**src/rtl/i2c_slave_regs_if.sv**
```systemverilog
// Bus-facing signal bundle for the I2C register target: pin levels, open-drain
// SDA control and the 32-bit read/write word handshake.
interface i2c_slave_regs_if;
    logic        scl_in;
    logic        sda_in;
    logic        sda_oe;
    logic [31:0] tx_data;
    logic        rd_req;
    logic [31:0] rx_data;
    logic [2:0]  rx_count;
    logic        rx_valid;
    logic        busy;
    logic [2:0]  istate;

    // The target samples the pins and read word, and drives everything else.
    modport slave (
        input  scl_in, sda_in, tx_data,
        output sda_oe, rd_req, rx_data, rx_count, rx_valid, busy, istate
    );

    // The bus initiator / host side: the mirror image of the target.
    modport master (
        output scl_in, sda_in, tx_data,
        input  sda_oe, rd_req, rx_data, rx_count, rx_valid, busy, istate
    );
endinterface

```
**src/rtl/i2c_slave_regs.sv**
```systemverilog
// 7-bit-addressed I2C target with a 4-byte (32-bit, MSB-first) data window.
// SCL/SDA are oversampled on clk; START/STOP take priority over SCL edges.
module i2c_slave_regs #(
    parameter logic [6:0] SLAVE_ADDR = 7'h50
) (
    input  logic             clk,
    input  logic             rst,
    i2c_slave_regs_if.slave  bus
);

    typedef enum logic [2:0] {
        IDLE   = 3'd0,
        ADDR   = 3'd1,
        AACK   = 3'd2,
        WRITE  = 3'd3,
        WACK   = 3'd4,
        READ   = 3'd5,
        RACK   = 3'd6,
        IGNORE = 3'd7
    } state_t;

    // Synchronizer plus one delay stage for edge detection.
    logic scl_s1_q, scl_s2_q, scl_dly_q;
    logic sda_s1_q, sda_s2_q, sda_dly_q;

    // Protocol state and its next-state values.
    state_t      state_q, state_d;
    logic        sda_oe_q, sda_oe_d;
    logic [3:0]  bit_cnt_q, bit_cnt_d;
    logic [7:0]  shift_q, shift_d;
    logic [2:0]  byte_idx_q, byte_idx_d;
    logic [31:0] shadow_q, shadow_d;
    logic [31:0] tx_word_q, tx_word_d;
    logic        rw_q, rw_d;
    logic        wr_mode_q, wr_mode_d;
    logic [31:0] rx_data_q, rx_data_d;
    logic [2:0]  rx_count_q, rx_count_d;
    logic        rx_valid_q, rx_valid_d;
    logic        rd_req_q, rd_req_d;
    logic        busy_q, busy_d;

    logic       scl_rise, scl_fall, start_det, stop_det;
    logic [1:0] rd_next_idx;
    logic [7:0] rd_byte, rd_next_byte;

    // Picks byte idx out of a word, byte 0 being the most significant.
    function automatic logic [7:0] byte_of(input logic [31:0] word, input logic [1:0] idx);
        logic [7:0] b;
        case (idx)
            2'd0:    b = word[31:24];
            2'd1:    b = word[23:16];
            2'd2:    b = word[15:8];
            default: b = word[7:0];
        endcase
        return b;
    endfunction

    // Pin synchronizers; reset to the idle-high bus level so release from
    // reset never looks like an edge.
    always_ff @(posedge clk or negedge rst) begin
        if (!rst) begin
            scl_s1_q  <= 1'b1;
            scl_s2_q  <= 1'b1;
            scl_dly_q <= 1'b1;
            sda_s1_q  <= 1'b1;
            sda_s2_q  <= 1'b1;
            sda_dly_q <= 1'b1;
        end else begin
            scl_s1_q  <= bus.scl_in;
            scl_s2_q  <= scl_s1_q;
            scl_dly_q <= scl_s2_q;
            sda_s1_q  <= bus.sda_in;
            sda_s2_q  <= sda_s1_q;
            sda_dly_q <= sda_s2_q;
        end
    end

    assign scl_rise  =  scl_s2_q & ~scl_dly_q;
    assign scl_fall  = ~scl_s2_q &  scl_dly_q;
    assign start_det =  scl_s2_q &  scl_dly_q &  sda_dly_q & ~sda_s2_q;
    assign stop_det  =  scl_s2_q &  scl_dly_q & ~sda_dly_q &  sda_s2_q;

    assign rd_next_idx  = (byte_idx_q[1:0] == 2'd3) ? 2'd0 : byte_idx_q[1:0] + 2'd1;
    assign rd_byte      = byte_of(tx_word_q, byte_idx_q[1:0]);
    assign rd_next_byte = byte_of(tx_word_q, rd_next_idx);

    // State and datapath registers.
    always_ff @(posedge clk or negedge rst) begin
        if (!rst) begin
            state_q    <= IDLE;
            sda_oe_q   <= 1'b0;
            bit_cnt_q  <= 4'd0;
            shift_q    <= 8'd0;
            byte_idx_q <= 3'd0;
            shadow_q   <= 32'd0;
            tx_word_q  <= 32'd0;
            rw_q       <= 1'b0;
            wr_mode_q  <= 1'b0;
            rx_data_q  <= 32'd0;
            rx_count_q <= 3'd0;
            rx_valid_q <= 1'b0;
            rd_req_q   <= 1'b0;
            busy_q     <= 1'b0;
        end else begin
            state_q    <= state_d;
            sda_oe_q   <= sda_oe_d;
            bit_cnt_q  <= bit_cnt_d;
            shift_q    <= shift_d;
            byte_idx_q <= byte_idx_d;
            shadow_q   <= shadow_d;
            tx_word_q  <= tx_word_d;
            rw_q       <= rw_d;
            wr_mode_q  <= wr_mode_d;
            rx_data_q  <= rx_data_d;
            rx_count_q <= rx_count_d;
            rx_valid_q <= rx_valid_d;
            rd_req_q   <= rd_req_d;
            busy_q     <= busy_d;
        end
    end

    // Next-state logic: bus conditions first, then per-state SCL edge handling.
    always_comb begin
        state_d    = state_q;
        sda_oe_d   = sda_oe_q;
        bit_cnt_d  = bit_cnt_q;
        shift_d    = shift_q;
        byte_idx_d = byte_idx_q;
        shadow_d   = shadow_q;
        tx_word_d  = tx_word_q;
        rw_d       = rw_q;
        wr_mode_d  = wr_mode_q;
        rx_data_d  = rx_data_q;
        rx_count_d = rx_count_q;
        rx_valid_d = 1'b0;
        rd_req_d   = 1'b0;
        busy_d     = busy_q;

        if (start_det || stop_det) begin
            // A write that delivered at least one byte is reported when the
            // transfer ends, whether by STOP or by a repeated START.
            if (state_q != IDLE && wr_mode_q && byte_idx_q != 3'd0) begin
                rx_data_d  = shadow_q;
                rx_count_d = byte_idx_q;
                rx_valid_d = 1'b1;
            end
            sda_oe_d   = 1'b0;
            wr_mode_d  = 1'b0;
            byte_idx_d = 3'd0;
            bit_cnt_d  = 4'd0;
            if (start_det) begin
                state_d = ADDR;
                busy_d  = 1'b1;
            end else begin
                state_d = IDLE;
                busy_d  = 1'b0;
            end
        end else begin
            case (state_q)
                IDLE: begin
                end
                ADDR: begin
                    if (scl_rise) begin
                        shift_d   = {shift_q[6:0], sda_s2_q};
                        bit_cnt_d = bit_cnt_q + 4'd1;
                    end else if (scl_fall && bit_cnt_q == 4'd8) begin
                        if (shift_q[7:1] == SLAVE_ADDR) begin
                            rw_d       = shift_q[0];
                            shadow_d   = 32'd0;
                            byte_idx_d = 3'd0;
                            sda_oe_d   = 1'b1;
                            state_d    = AACK;
                        end else begin
                            sda_oe_d = 1'b0;
                            state_d  = IGNORE;
                        end
                    end
                end
                AACK: begin
                    if (scl_fall) begin
                        if (!rw_q) begin
                            sda_oe_d  = 1'b0;
                            bit_cnt_d = 4'd0;
                            wr_mode_d = 1'b1;
                            state_d   = WRITE;
                        end else begin
                            // Read word is captured once per read address.
                            tx_word_d  = bus.tx_data;
                            rd_req_d   = 1'b1;
                            sda_oe_d   = ~bus.tx_data[31];
                            bit_cnt_d  = 4'd1;
                            byte_idx_d = 3'd0;
                            state_d    = READ;
                        end
                    end
                end
                WRITE: begin
                    if (scl_rise) begin
                        shift_d   = {shift_q[6:0], sda_s2_q};
                        bit_cnt_d = bit_cnt_q + 4'd1;
                    end else if (scl_fall && bit_cnt_q == 4'd8) begin
                        if (!byte_idx_q[2]) begin
                            case (byte_idx_q[1:0])
                                2'd0:    shadow_d[31:24] = shift_q;
                                2'd1:    shadow_d[23:16] = shift_q;
                                2'd2:    shadow_d[15:8]  = shift_q;
                                default: shadow_d[7:0]   = shift_q;
                            endcase
                            byte_idx_d = byte_idx_q + 3'd1;
                            sda_oe_d   = 1'b1;
                            state_d    = WACK;
                        end else begin
                            // Window full: refuse the extra byte.
                            sda_oe_d = 1'b0;
                            state_d  = IGNORE;
                        end
                    end
                end
                WACK: begin
                    if (scl_fall) begin
                        sda_oe_d  = 1'b0;
                        bit_cnt_d = 4'd0;
                        state_d   = WRITE;
                    end
                end
                READ: begin
                    if (scl_fall) begin
                        if (bit_cnt_q == 4'd8) begin
                            sda_oe_d = 1'b0;
                            state_d  = RACK;
                        end else begin
                            sda_oe_d  = ~rd_byte[3'd7 - bit_cnt_q[2:0]];
                            bit_cnt_d = bit_cnt_q + 4'd1;
                        end
                    end
                end
                RACK: begin
                    if (scl_rise && sda_s2_q) begin
                        state_d = IGNORE;
                    end else if (scl_fall) begin
                        byte_idx_d = {1'b0, rd_next_idx};
                        sda_oe_d   = ~rd_next_byte[7];
                        bit_cnt_d  = 4'd1;
                        state_d    = READ;
                    end
                end
                IGNORE: begin
                    sda_oe_d = 1'b0;
                end
                default: begin
                    state_d  = IDLE;
                    sda_oe_d = 1'b0;
                end
            endcase
        end
    end

    assign bus.sda_oe   = sda_oe_q;
    assign bus.rd_req   = rd_req_q;
    assign bus.rx_data  = rx_data_q;
    assign bus.rx_count = rx_count_q;
    assign bus.rx_valid = rx_valid_q;
    assign bus.busy     = busy_q;
    assign bus.istate   = state_q;

endmodule

```
**src/flat_wrapper.sv**
```systemverilog
// flat-port wrapper written by rule: the top's interface ports become plain ports
module i2c_slave_regs_flat 
#(
    parameter logic [6:0] SLAVE_ADDR = 7'h50
)
  (clk, rst, bus_scl_in, bus_sda_in, bus_tx_data, bus_sda_oe, bus_rd_req, bus_rx_data, bus_rx_count, bus_rx_valid, bus_busy, bus_istate);
  i2c_slave_regs_if bus_i ();
  input  logic clk;
  input  logic rst;
  input wire logic [$bits(bus_i.scl_in)-1:0] bus_scl_in;
  input wire logic [$bits(bus_i.sda_in)-1:0] bus_sda_in;
  input wire logic [$bits(bus_i.tx_data)-1:0] bus_tx_data;
  output wire logic [$bits(bus_i.sda_oe)-1:0] bus_sda_oe;
  output wire logic [$bits(bus_i.rd_req)-1:0] bus_rd_req;
  output wire logic [$bits(bus_i.rx_data)-1:0] bus_rx_data;
  output wire logic [$bits(bus_i.rx_count)-1:0] bus_rx_count;
  output wire logic [$bits(bus_i.rx_valid)-1:0] bus_rx_valid;
  output wire logic [$bits(bus_i.busy)-1:0] bus_busy;
  output wire logic [$bits(bus_i.istate)-1:0] bus_istate;
  assign bus_i.scl_in = bus_scl_in;
  assign bus_i.sda_in = bus_sda_in;
  assign bus_i.tx_data = bus_tx_data;
  assign bus_sda_oe = bus_i.sda_oe;
  assign bus_rd_req = bus_i.rd_req;
  assign bus_rx_data = bus_i.rx_data;
  assign bus_rx_count = bus_i.rx_count;
  assign bus_rx_valid = bus_i.rx_valid;
  assign bus_busy = bus_i.busy;
  assign bus_istate = bus_i.istate;
  i2c_slave_regs #(.SLAVE_ADDR(SLAVE_ADDR)) u_core (.clk(clk), .rst(rst), .bus(bus_i));
endmodule
```
**config.mk**
```make
export PLATFORM = sky130hd
export DESIGN_NAME = i2c_slave_regs_flat
export DESIGN_NICKNAME = d
export VERILOG_FILES = /design/src/rtl/i2c_slave_regs_if.sv /design/src/rtl/i2c_slave_regs.sv /design/src/flat_wrapper.sv
export SDC_FILE = /design/constraint.sdc
export NUM_CORES = 1
export LEC_CHECK = 0
export CAP_MARGIN = 20
export CORE_UTILIZATION = 30
export DETAILED_ROUTE_END_ITERATION = 10
export GPL_TIMING_DRIVEN = 0
export HOLD_SLACK_MARGIN = 0.03
export PLACE_DENSITY = 0.46
export SYNTH_ARGS = -nofsm -noshare
export SYNTH_HDL_FRONTEND = slang
export SYNTH_SLANG_ARGS = --single-unit
```
**constraint.sdc**
```tcl
create_clock -name clk -period 4.6 [get_ports clk]
set_clock_uncertainty 0.1 [all_clocks]
set_input_delay 0.69 -clock clk [delete_from_list [all_inputs] [get_ports clk]]
set_output_delay 0.69 -clock clk [all_outputs]
set_load 0.05 [all_outputs]
```
==> run_1/clock_wires.png <==
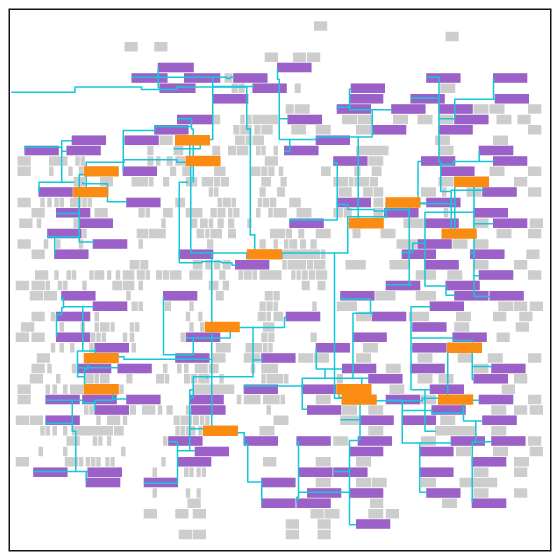
[clock-net drivers] orange | count: 17
[clock wires] cyan | length: 1790 um
[flip-flops] purple | count: 129
routed clock nets	18
flops lie	spread over the die

==> run_1/ff_map.png <==
The bar under the picture is 50 um long. Other sequential cells in the stronger grey, the rest of the logic in the fainter grey.
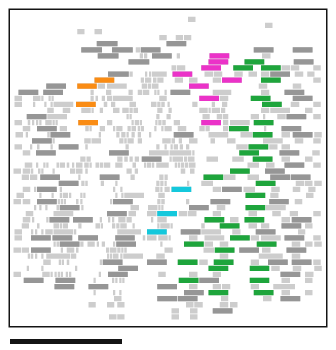
netlist name	colour	placed flops
u_core.shadow_q	green	32
u_core.shift_q	magenta	8
u_core.bit_cnt_q	orange	4
u_core.byte_idx_q	cyan	3

==> run_1/class_map.png <==
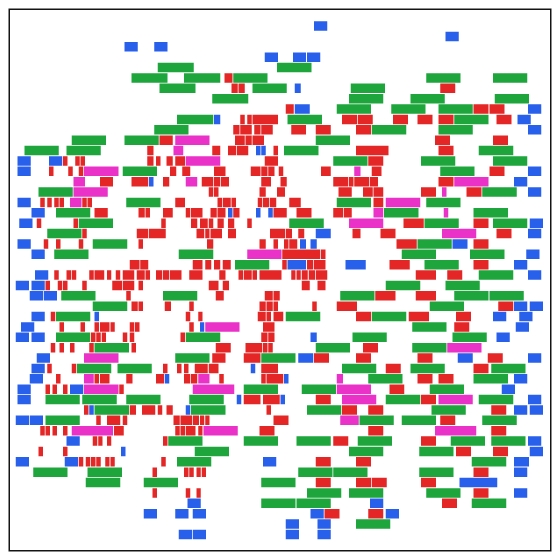
class	colour	cells	share of their area
remaining buffers and delay cells	blue	106	13%
clock drivers and dummy loads	magenta	32	8.3%
sequential cells	green	129	45%
remaining logic cells	red	350	34%

==> run_1/sizing.png <==
The bar under the picture is 50 um long.
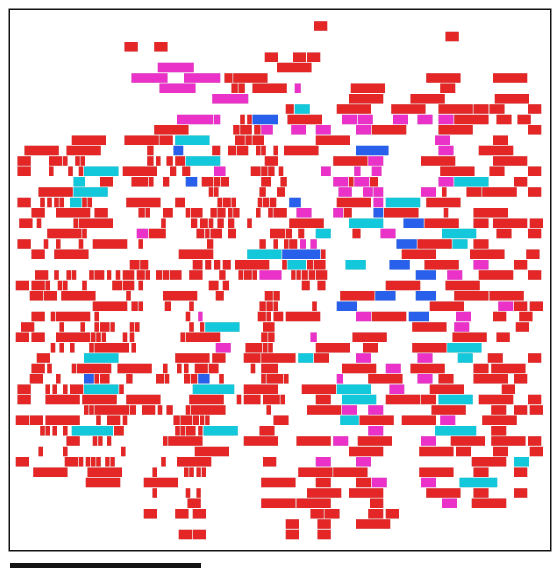
size	colour	cells
x2	magenta	65
x6 and larger	cyan	32
x3 and x4	blue	17
x1 and smaller	red	503

==> summary.txt, run 1 <==
Results of the flow run.

The flow ran to the end, and the final reports show no timing, DRC or antenna violations. CTS placed an instance of clkbuf_16 at the clock tree root. Counting buffers and inverters, the worst setup path is 9 cells deep. The global routing report lists combined usage of all routing layers as 14.7%.

The detailed router finished its first iteration with 192 violations. The timing report gives the clock slew at the launch and capture registers of the worst setup and hold paths as 0.06 ns. The via count of the first global-routing pass was 4194. In this design, the critical path's most frequently occurring cell is clkbuf_1. For reference, the placement row count at floorplan is 50. The mean area per synthesized cell stands at 11.5 um2.

In the final layout, flip-flops and latches occupy 0.00324 mm2. The detailed-route via count stands at 4109. In the finished design, the share of the clock period the worst path needs comes to 64.1%. TritonCTS built the clock tree. The post-detailed-route via-to-cell ratio stands at 4.69.

The fraction of synthesis flops using an asynchronous set or reset pin stands at 100%. STA classifies the critical path startpoint as a register. The unique cell type count in the Yosys netlist stands at 60. After synthesis, the chip area reported by Yosys is 0.00584 mm2. On the critical path the largest part of the delay comes from AND-OR/OR-AND gates. Sorting the synthesized cells by area gives the leading types as dfrtp_1 53%, mux2_2 7.7%, nand2_1 6.7%. The required time at the worst-slack endpoint stands at 4.80 ns. The critical path's slowest stage uses the library cell o2111ai_1.

The H-tree was split into 4 levels. Looking at the setup timing report, the critical path kind is reg -> reg. The layout summary lists the proportion of cells stronger than drive strength 1 as 18.5%. The analysis reports a worst IR drop on VDD of 0.257 mV.

The slew of the pin with the lowest slew margin stands at 0.989 ns. The number of placed instances, taps included, is 845. The filler-free cell count of the finished design stands at 877. The count of flip-flops with a built-in enable after synthesis stands at 0. Setup slack on the worst reg-to-reg path comes out at 1.65 ns. The remaining design rule violation count stands at 0.
[run 1: metrics by stage]
stage               worst slack (ns)  total power [uW]
floorplan                       2.24              1380
global placement               -2.45              1490
detailed placement              1.65              1500
CTS                             1.62              2900
global route                    1.47              2970
finish                          1.65              2850
[run 1: placed cells by master (no fill, tap or decap), types with 6 or more instances in the layout]
cell and instances:
nor2_1 15, buf_6 6, nand2_1 105, and3_2 6
dfstp_2 6, mux2_2 40, dfrtp_1 123, a21oi_1 21
ha_1 8, mux2_4 8, nor2b_1 6, clkdlybuf4s50_1 76
clkbuf_16 17, nand3_1 7, o21ai_0 20, a22oi_1 8
mux2_1 29, inv_1 12, clkbuf_1 15
[run 1: per-layer routing]
layer,track usage [%],vias to the layer above,routed length [um]
met5,0,-,0
met4,5.38,0,160
met3,3.71,12,543
met2,24.2,96,6700
met1,18.7,2023,6350
li1,-,1978,-
[run 1: area by class of cell]
cell class,instances,share of cell area (%)
sequential,129,42.7
clock buffer,20,5.90
multi-input combinational,337,31.6
buffer,28,2.25
tap,260,4.30
timing repair buffer,78,10.6
inverter,13,0.644
clock inverter,12,2.08
[run 1: worst reg2reg max path: stages (launching register included)]
cell,delay (ns)
dfrtp_1,0.38
clkbuf_1,0.27
inv_1,0.19
ha_1,0.17
nand3b_1,0.18
or2_1,0.25
clkbuf_1,0.18
a21oi_1,0.16
o2111ai_1,0.50
mux2_2,0.46
[run 1: registers in the layout, summed over array words and instances (netlist names), 3 cells and up]
signal and flops:
u_core.bus.rx_data 32, u_core.bit_cnt_q 4, u_core.byte_idx_q 3, u_core.shadow_q 32, u_core.bus.istate 3, u_core.bus.rx_count 3, u_core.shift_q 8, u_core.tx_word_q 32
[run 1: power by group]
part / switching [uW] / internal [uW]
clock network: 506 / 869
registers: 55.1 / 1180
logic: 127 / 113
[run 1: worst min path at each step]
stage / from / slack (ns) / cells after the start / to
floorplan: u_core.scl_s1_q / 0.25 / 0 / u_core.scl_s2_q
global placement: u_core.sda_s1_q / 0.25 / 0 / u_core.sda_s2_q
detailed placement: u_core.scl_s1_q / 0.25 / 0 / u_core.scl_s2_q
CTS: rst / 0.15 / 1 / u_core.bus.rx_data[21]
global route: rst / 0.17 / 1 / u_core.bus.rx_data[22]
finish: rst / 0.14 / 1 / u_core.bus.rx_data[21]
[run 1: kinds of logic after synthesis]
logic type,count (synthesis)
compound gates,78
xor+xnor,1
fa+ha+maj,8
buf+inv,41
flops,129
mux,82
simple gates,168
==> inputs of run 2 (changes only) <==
Settings changed: PLACE_DENSITY 0.46 to 0.47.
Clock period 4.6 ns to 2.4 ns, I/O delays scaled along.
==> run_2/ff_map.png <==
The bar under the picture is 50 um long. Other sequential cells in the stronger grey, the rest of the logic in the fainter grey.
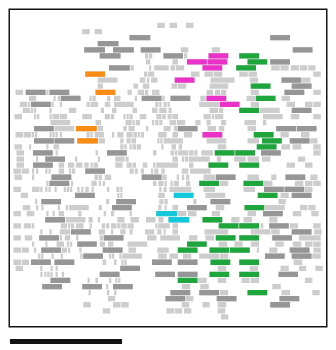
netlist name	colour	placed flops
u_core.byte_idx_q	cyan	3
u_core.shadow_q	green	32
u_core.shift_q	magenta	8
u_core.bit_cnt_q	orange	4
not coloured	82

==> run_2/clock_wires.png <==
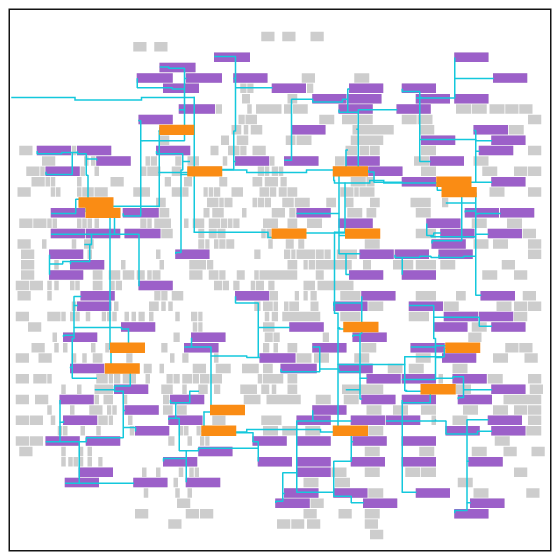
[flip-flops] purple | count: 129
[clock-net drivers] orange | count: 17
[clock wires] cyan | length: 1800 um
routed clock nets	18

==> run_2/sizing.png <==
The bar under the picture is 50 um long.
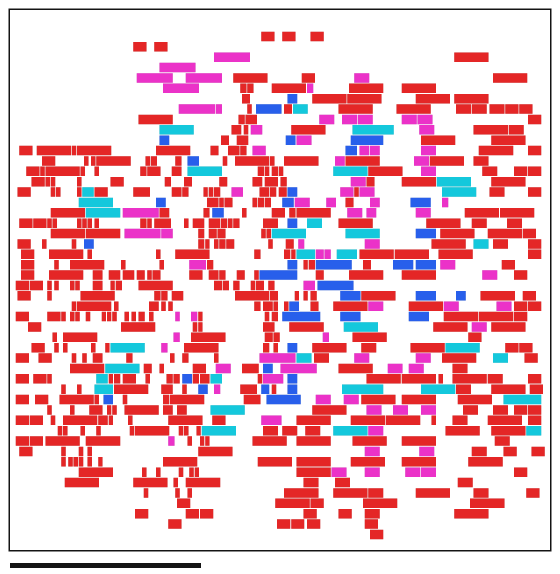
size	colour	cells
x3 and x4	blue	37
x6 and larger	cyan	32
x1 and smaller	red	479
x2	magenta	78

==> run 2 against run 1 <==
  * Clock power rose by 84%
  * Non-clock buffer count up 10
  * Via count grew 0.37%
==> summary.txt, run 2 <==
Results of the flow run.

For reference, the most critical setup path is categorized as reg -> reg. Per STA, the worst path accumulates the most delay in the family AND-OR/OR-AND gates. The worst hold path depth stands at 1. The unique cell type count in the Yosys netlist stands at 60. The internal cell power stands at 4050 uW. The combinational power share stands at 8.9%. The detailed-route via count stands at 4124. The area figure in the yosys stat output stands at 0.00584 mm2. The final cycle utilization of the critical path stands at 97.4%. The tree is rooted in a clkbuf_16. The post-place instance area stands at 0.00697 mm2. The OpenROAD report gives the critical path a required time of 2.63 ns. The worst setup path is captured at a register. The flow ran to the end, and the final reports show no timing, DRC or antenna violations.

The via count of the first global-routing pass stands at 4270. The clock network burns 47.1% of the power. The die area stands at 0.0200 mm2. The row count stands at 50. TritonCTS built the clock tree. For the final routed database, the setup TNS stands at 0 ns. The critical path runs through a total of 8 cells. The count of buffering cells on the critical path with inverters included stands at 1. Per the final layout report, the fraction of cells sized above drive strength 1 comes to 23.5%. The overall routing resource usage stands at 15.0%. Each instance of the synthesized netlist takes up on average 11.5 um2. The script extracted a total leakage power of 0.00351 uW.

The worst setup path is launched from a register. Overall power consumption after layout is estimated at 5390 uW. The remaining design rule violation count stands at 0.

The total standard cell area after synthesis stands at 0.00584 mm2. The slew of the pin with the lowest slew margin stands at 0.654 ns. Net switching is 24.7% of the power. Per the detail_route report, vias per standard cell equal 4.65. The total number of H-tree levels stands at 4. The clock-pin slew of the registers on the worst-case setup and hold paths stands at 0.06 ns.

The net switching power stands at 1330 uW. Yosys mapped a number of flops with a built-in enable equal to 0. In the layout the commonest cells are 119 x dfrtp_1, 105 x nand2_1, 76 x clkdlybuf4s50_1. For this block, the initial DRC count from the detailed router was 174. The fraction of synthesis flops using an asynchronous set or reset pin stands at 100%. The latest clock arrival within the worst-skew pair stands at 0.42 ns.

The maximum resistive drop on vdd stands at 0.501 mV. Leaving out fill and tap cells, the most frequent cell in the layout is dfrtp_1.
==> run 2: cell counts after synthesis <==
Identical to the previous run, type by type.
==> run 2: stage by stage <==
stage	setup slack [ns]	std cells	utilization, %
after floorplan	0.0362	507	-
after global placement	-4.27	844	36.7
after detailed placement	-0.533	845	36.9
after CTS	0.00680	877	40.5
after global routing	0.00221	886	41.0
final	0.0624	886	41.0
==> run 2: worst register-to-register path: cells and delay by family, from the launching register on <==
kind            cells  cell delay [ns]
fa+ha+maj           1             0.18
mux                 1             0.15
flops               1             0.41
buf+inv             1             0.16
compound gates      5             1.27
==> run 2: final cells by class <==
cell class                      instances  area (um2)  area share (%)
Clock inverter                         11         131            1.70
Clock buffer                           20         447            5.77
Tap cell                              260         325            4.20
Sequential cell                       129        3240            41.9
Inverter                               13        51.3           0.663
Multi-Input combinational cell        337        2470            31.9
Buffer                                 23         158            2.04
Timing Repair Buffer                   93         915            11.8
==> run 2: worst paths after layout <==
| kind | start | to | slack, ns |
|---|---|---|---|
| max in group asynchronous | rst | u_core.bit_cnt_q[1] | 1.03 |
| worst max-delay path | u_core.byte_idx_q[1] | u_core.bus.sda_oe | 0.06 |
| worst max register to register | u_core.byte_idx_q[1] | u_core.bus.sda_oe | 0.06 |
| worst min-delay path | bus_sda_in | u_core.sda_s1_q | 0.25 |
| worst min register to register | u_core.sda_s1_q | u_core.sda_s2_q | 0.25 |
| min in group asynchronous | rst | u_core.bus.rx_data[21] | 0.42 |
==> run 2: repair_timing <==
action	CTS	global route
pin swaps	3	6
endpoints found under the hold margin	63	0
hold buffers	1	0
resized	20	11
endpoints found under the setup margin	83	71
buffers inserted	4	10
==> run 2: power by group through the flow <==
stage,clock [uW],sequential [uW],combinational [uW]
5_1_grt,2700,2390,525
4_1_cts,2620,2370,478
3_3_place_gp,0,2410,450
2_1_floorplan,0,2400,258
6_report,2540,2370,477
3_5_place_dp,0,2410,463
==> run 2: kinds of logic after synthesis <==
group | after synthesis | synth area share [%]
buf+inv | 41 | 3.75
simple gates | 168 | 13.7
flops | 129 | 55.4
mux | 82 | 16.2
compound gates | 78 | 9.14
fa+ha+maj | 8 | 1.71
xor+xnor | 1 | 0.150
==> run 2: layer usage <==
layer	up-vias	track usage, %	wire [um]
li1	1985	-	-
met1	2024	18.9	6530
met2	95	25.1	6730
met3	20	3.61	485
met4	0	5.26	219
met5	-	0	0
No activity file was given, so power comes from the tool's default toggle rates.
